`src/rtl/klp32_pkg.sv`:
```
// klp32_pkg: shared RV32I opcodes, control encodings and multicycle FSM states
package klp32_pkg;
  localparam logic [6:0] OP_R = 7'b0110011;
  localparam logic [6:0] OP_I = 7'b0010011;
  localparam logic [6:0] OP_LOAD = 7'b0000011;
  localparam logic [6:0] OP_STORE = 7'b0100011;
  localparam logic [6:0] OP_BR = 7'b1100011;
  localparam logic [6:0] OP_JAL = 7'b1101111;
  localparam logic [6:0] OP_JALR = 7'b1100111;
  localparam logic [6:0] OP_LUI = 7'b0110111;
  localparam logic [2:0] IMM_I = 3'b000;
  localparam logic [2:0] IMM_S = 3'b001;
  localparam logic [2:0] IMM_B = 3'b010;
  localparam logic [2:0] IMM_U = 3'b011;
  localparam logic [2:0] IMM_J = 3'b100;
  localparam logic [1:0] WB_MEM = 2'b00;
  localparam logic [1:0] WB_ALU = 2'b01;
  localparam logic [1:0] WB_IMM = 2'b10;
  localparam logic [1:0] WB_PC4 = 2'b11;
  localparam logic [3:0] ALU_ADD = 4'b0000;
  localparam logic [3:0] ALU_PASSB = 4'b1111;
  localparam logic [31:0] IR_NOP = 32'h0000_0013;
  typedef enum logic [2:0] {
    IDLE = 3'd0,
    FETCH = 3'd1,
    DECODE = 3'd2,
    EXEC = 3'd3,
    MEM = 3'd4,
    WB = 3'd5,
    TRAP = 3'd6
  } state_t;
endpackage

```
`src/rtl/multicycle_control_if.sv`:
```
// multicycle_control_if: instruction and data memory handshake of the multicycle controller
interface multicycle_control_if #(parameter int n = 32);
  logic [n-1:0] instr;
  logic imem_req, imem_ready, dmem_req, dmem_ready, MemRw;
  logic [2:0] ldU;
  modport master(output imem_req, dmem_req, MemRw, ldU, input instr, imem_ready, dmem_ready);
  modport slave(input imem_req, dmem_req, MemRw, ldU, output instr, imem_ready, dmem_ready);
endinterface

```
`src/rtl/alu_decode.sv`:
```
// alu_decode: maps opcode/funct3/funct7[5] to the ALU operation select
module alu_decode
  import klp32_pkg::*;
(
  input  logic [6:0] opcode,
  input  logic [2:0] funct3,
  input  logic       funct7b5,
  output logic [3:0] alu_sel
);
  // Only R-type uses funct7[5] freely; I-type honours it for the shift-right pair alone
  always_comb
    alu_sel = opcode == OP_R ? {funct7b5, funct3} :
              opcode == OP_I ? {funct3 == 3'b101 && funct7b5, funct3} :
              opcode == OP_LUI ? ALU_PASSB : ALU_ADD;
endmodule

```
`src/rtl/multicycle_control.sv`:
```
// multicycle_control: RV32I FETCH/DECODE/EXEC/MEM/WB sequencer driving a shared-ALU datapath
module multicycle_control
  import klp32_pkg::*;
#(
  parameter int n = 32,
  parameter int MEM_TIMEOUT = 15,
  parameter bit TRAP_STICKY = 1
) (
  input  logic                        clk,
  input  logic                        rst,
  multicycle_control_if.master        bus,
  input  logic                        BrEq,
  input  logic                        BrLT,
  output logic                        IRWrite,
  output logic                        PCWrite,
  output logic                        RegWEn,
  output logic [2:0]                  ImmSel,
  output logic                        ALUsrc1,
  output logic                        ALUsrc2,
  output logic [3:0]                  AluSEL,
  output logic                        BrUn,
  output logic [1:0]                  WBSel,
  output logic                        PCSel,
  output logic                        illegal,
  output logic                        bus_err,
  output logic [2:0]                  state
);
  state_t st;
  logic [n-1:0] ir;
  logic [7:0] cnt;
  logic [6:0] op;
  logic [2:0] f3;
  logic [3:0] alu_sel;
  logic is_r, is_i, is_ld, is_st, is_br, is_jal, is_jalr, is_lui, legal, taken, mem_to;
  logic unused_ir;
  assign op = ir[6:0];
  assign f3 = ir[14:12];
  assign unused_ir = ^{ir[n-1:31], ir[29:15], ir[11:7]};
  assign is_r = op == OP_R;
  assign is_i = op == OP_I;
  assign is_ld = op == OP_LOAD;
  assign is_st = op == OP_STORE;
  assign is_br = op == OP_BR;
  assign is_jal = op == OP_JAL;
  assign is_jalr = op == OP_JALR;
  assign is_lui = op == OP_LUI;
  assign legal = is_r | is_i | is_ld | is_st | is_br | is_jal | is_jalr | is_lui;
  assign taken = f3[2] ? BrLT ^ f3[0] : BrEq ^ f3[0];
  assign mem_to = !bus.dmem_ready && cnt == 8'(MEM_TIMEOUT - 1);
  assign state = st;
  alu_decode u_alu (
    .opcode(op),
    .funct3(f3),
    .funct7b5(ir[30]),
    .alu_sel(alu_sel)
  );
  // Sequence each instruction; IR, wait counter and fault flags live here
  always_ff @(posedge clk or posedge rst)
    if (rst) begin
      st <= IDLE;
      ir <= n'(IR_NOP);
      cnt <= '0;
      illegal <= 1'b0;
      bus_err <= 1'b0;
    end else
      case (st)
        IDLE: st <= FETCH;
        FETCH: if (bus.imem_ready) begin
          ir <= bus.instr;
          st <= DECODE;
        end
        DECODE: begin
          st <= !legal ? TRAP : is_lui ? WB : EXEC;
          illegal <= !legal;
        end
        EXEC: begin
          st <= is_br ? FETCH : (is_ld || is_st) ? MEM : WB;
          cnt <= '0;
        end
        MEM: if (bus.dmem_ready) st <= is_st ? FETCH : WB;
        else begin
          cnt <= cnt + 8'd1;
          if (mem_to) begin
            st <= TRAP;
            bus_err <= 1'b1;
          end
        end
        WB: st <= FETCH;
        TRAP: if (!TRAP_STICKY) begin
          st <= FETCH;
          illegal <= 1'b0;
          bus_err <= 1'b0;
        end
        default: st <= IDLE;
      endcase
  // Moore controls from state and IR; only the branch outcome in EXEC and the memory handshakes look at inputs
  always_comb begin
    bus.imem_req = st == FETCH;
    IRWrite = st == FETCH && bus.imem_ready;
    ImmSel = !(st inside {DECODE, EXEC, MEM, WB}) ? IMM_I :
             is_st ? IMM_S : is_br ? IMM_B : is_lui ? IMM_U : is_jal ? IMM_J : IMM_I;
    ALUsrc1 = st == EXEC && (is_br || is_jal);
    ALUsrc2 = st == EXEC && !is_r;
    AluSEL = (st == EXEC || st == WB) ? alu_sel : ALU_ADD;
    BrUn = st == EXEC && is_br && f3[1];
    bus.dmem_req = st == MEM;
    bus.MemRw = st == MEM && is_st;
    bus.ldU = st == MEM ? f3 : 3'b000;
    RegWEn = st == WB;
    WBSel = st != WB ? WB_MEM : is_ld ? WB_MEM : is_lui ? WB_IMM : (is_jal || is_jalr) ? WB_PC4 : WB_ALU;
    PCSel = (st == EXEC && is_br && taken) || (st == WB && (is_jal || is_jalr));
    PCWrite = (st == EXEC && is_br) || (st == MEM && is_st && bus.dmem_ready) || st == WB;
  end
endmodule
```
`src/flat_wrapper.sv`:
```
// flat-port wrapper written by rule: the top's interface ports become plain ports
module multicycle_control_flat import klp32_pkg::*;
#(
  parameter int n = 32,
  parameter int MEM_TIMEOUT = 15,
  parameter bit TRAP_STICKY = 1
)
  (clk, rst, BrEq, BrLT, IRWrite, PCWrite, RegWEn, ImmSel, ALUsrc1, ALUsrc2, AluSEL, BrUn, WBSel, PCSel, illegal, bus_err, state, bus_imem_req, bus_dmem_req, bus_MemRw, bus_ldU, bus_instr, bus_imem_ready, bus_dmem_ready);
  multicycle_control_if #(.n(n)) bus_i ();
  input  logic clk;
  input  logic rst;
  input  logic BrEq;
  input  logic BrLT;
  output logic IRWrite;
  output logic PCWrite;
  output logic RegWEn;
  output logic [2:0] ImmSel;
  output logic ALUsrc1;
  output logic ALUsrc2;
  output logic [3:0] AluSEL;
  output logic BrUn;
  output logic [1:0] WBSel;
  output logic PCSel;
  output logic illegal;
  output logic bus_err;
  output logic [2:0] state;
  output wire logic [$bits(bus_i.imem_req)-1:0] bus_imem_req;
  output wire logic [$bits(bus_i.dmem_req)-1:0] bus_dmem_req;
  output wire logic [$bits(bus_i.MemRw)-1:0] bus_MemRw;
  output wire logic [$bits(bus_i.ldU)-1:0] bus_ldU;
  input wire logic [$bits(bus_i.instr)-1:0] bus_instr;
  input wire logic [$bits(bus_i.imem_ready)-1:0] bus_imem_ready;
  input wire logic [$bits(bus_i.dmem_ready)-1:0] bus_dmem_ready;
  assign bus_imem_req = bus_i.imem_req;
  assign bus_dmem_req = bus_i.dmem_req;
  assign bus_MemRw = bus_i.MemRw;
  assign bus_ldU = bus_i.ldU;
  assign bus_i.instr = bus_instr;
  assign bus_i.imem_ready = bus_imem_ready;
  assign bus_i.dmem_ready = bus_dmem_ready;
  multicycle_control #(.n(n), .MEM_TIMEOUT(MEM_TIMEOUT), .TRAP_STICKY(TRAP_STICKY)) u_core (.clk(clk), .rst(rst), .bus(bus_i), .BrEq(BrEq), .BrLT(BrLT), .IRWrite(IRWrite), .PCWrite(PCWrite), .RegWEn(RegWEn), .ImmSel(ImmSel), .ALUsrc1(ALUsrc1), .ALUsrc2(ALUsrc2), .AluSEL(AluSEL), .BrUn(BrUn), .WBSel(WBSel), .PCSel(PCSel), .illegal(illegal), .bus_err(bus_err), .state(state));
endmodule
```
`config.mk`:
```
export PLATFORM = sky130hd
export DESIGN_NAME = multicycle_control_flat
export DESIGN_NICKNAME = d
export VERILOG_FILES = /design/src/rtl/klp32_pkg.sv /design/src/rtl/multicycle_control_if.sv /design/src/rtl/alu_decode.sv /design/src/rtl/multicycle_control.sv /design/src/flat_wrapper.sv
export SDC_FILE = /design/constraint.sdc
export NUM_CORES = 1
export LEC_CHECK = 0
export CORE_ASPECT_RATIO = 0.8
export CORE_MARGIN = 8
export CORE_UTILIZATION = 43
export CTS_CLUSTER_SIZE = 8
export DETAILED_ROUTE_END_ITERATION = 8
export GPL_ROUTABILITY_DRIVEN = 0
export PLACE_DENSITY = 0.84
export SYNTH_ARGS = -nofsm -noshare
export SYNTH_HDL_FRONTEND = slang
export SYNTH_HIERARCHICAL = 1
export SYNTH_SLANG_ARGS = --single-unit
```
`constraint.sdc`:
```
create_clock -name clk -period 2 [get_ports clk]
set_input_delay 0.4 -clock clk [delete_from_list [all_inputs] [get_ports clk]]
set_output_delay 0.4 -clock clk [all_outputs]
set_load 0.005 [all_outputs]
```
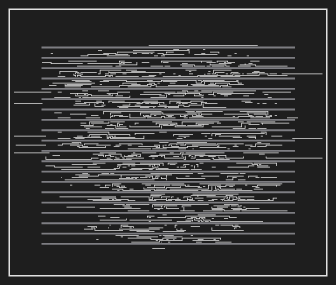
**Above:** met1 routing.
Supply wires on this layer in grey.
nets with wire on the layer: 280
share of all routed wire: 41%
wire length on this layer: 2470 um
main direction: horizontal
longest straight run: 28.5 um
final wirelength: 6060 um
GR Layer Usage met1: 20.4%
via count: 1811

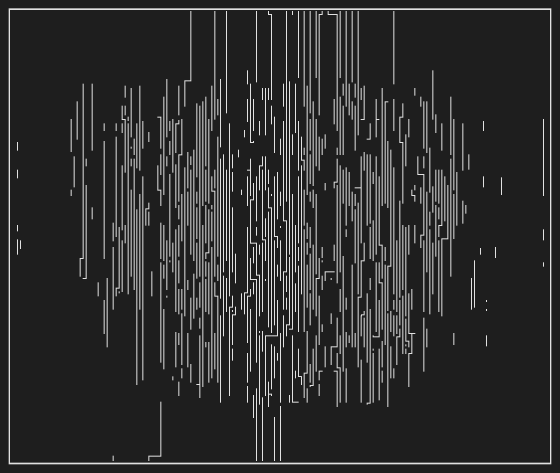
**Above:** signal wires on met2.
wire length on this layer: 3070 um
main direction: vertical
longest straight run: 31.3 um
nets with wire on the layer: 274

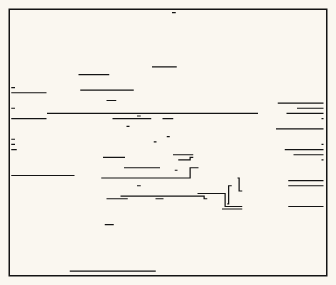
**Above:** metal 3.
longest straight run: 55.2 um
share of all routed wire: 5.9%
met3 global-route usage: 4.34%

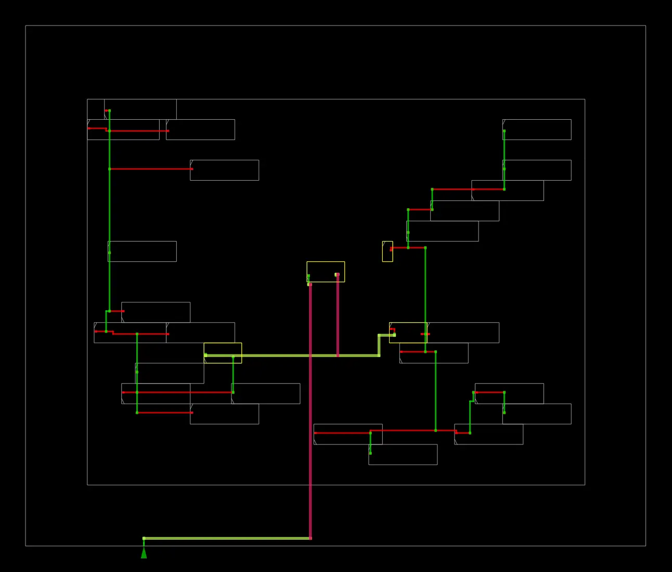
**Above:** clock routing.
clock net sink count: 24
sequential cells: 24
Worst-Skew Late Latency: 0.27 ns
# clk buffers: 4
skew final: 0.00748 ns

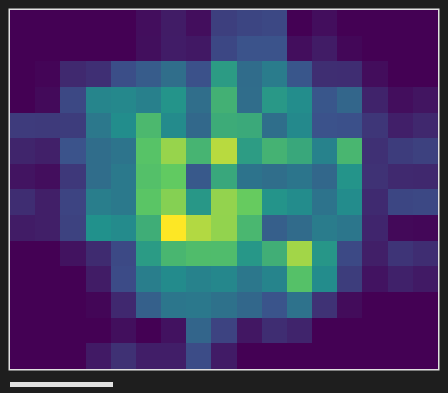
**Above:** routed metal per tile.
Bar = 20 um. 17 x 14 tiles, from dark purple (low) to yellow (high), scaled to the fullest tile. Values are wire area over tile area, all layers added.
fullest tile: 0.68
emptiest ninth of the die: lower left
mean over tiles: 0.17
nearly empty tiles: 24%
tiles over half the peak: 17%
GRT Total Usage: 18.6%
drt wl/cell: 18.8 um

==> out/qor.txt <==
Initial DRC Count - 163
synth cell count leaders - dfrtp_1 (21), nand2_1 (18), nor2_1 (18)
status - complete, but fails checks
critical path class - reg -> out
PnR worst setup slack - -0.144 ns
Psw - 0.00158 W
Worst setup SP type - flop
placed cell count - 291
adder share - 2.42%
Mapped Cells - 171
met2 wire len - 3070 um
die x size - 83.1 um
Post-synth seq share - 39.0%
clk buf depth - 2
inverters - 6
Leak - 1.29 nW
met1 WL - 2470 um
power per cell area - 1370 nW/um^2
CP Capture Point - WBSel[0]
ys async rst share - 100%
post-cts hold buffer count - 0
# setup viols final - 13
violated checks - setup timing
hold_ws - 0.406 ns
CP Max Fanout - 3
fin crit share - 107%
mux share - 8.64%
clock network power share - 7.8%
Area Overhead vs Synth - 76.8%
Crit path required time - 1.60 ns
pin count of the biggest net entering global routing - 16
Final Core Density - 79.5%
top routing layer used - met4
clk tree area frac - 1.64%
Reg area - 608 sq um
Non-clock buffers - 112
tool warnings - 50
largest class - logic gates
Final Hold Fails - 0
busiest grt layer - met2
FP Rows - 19
max reg flops - 11
yosys simple share - 28.2%
Logic Gate Count - 135
fraction of power consumed by sequential logic - 24.3%
post-layout min period - 2.14 ns
initial antenna violation count - 0
No activity file was given, so power comes from the tool's default toggle rates.
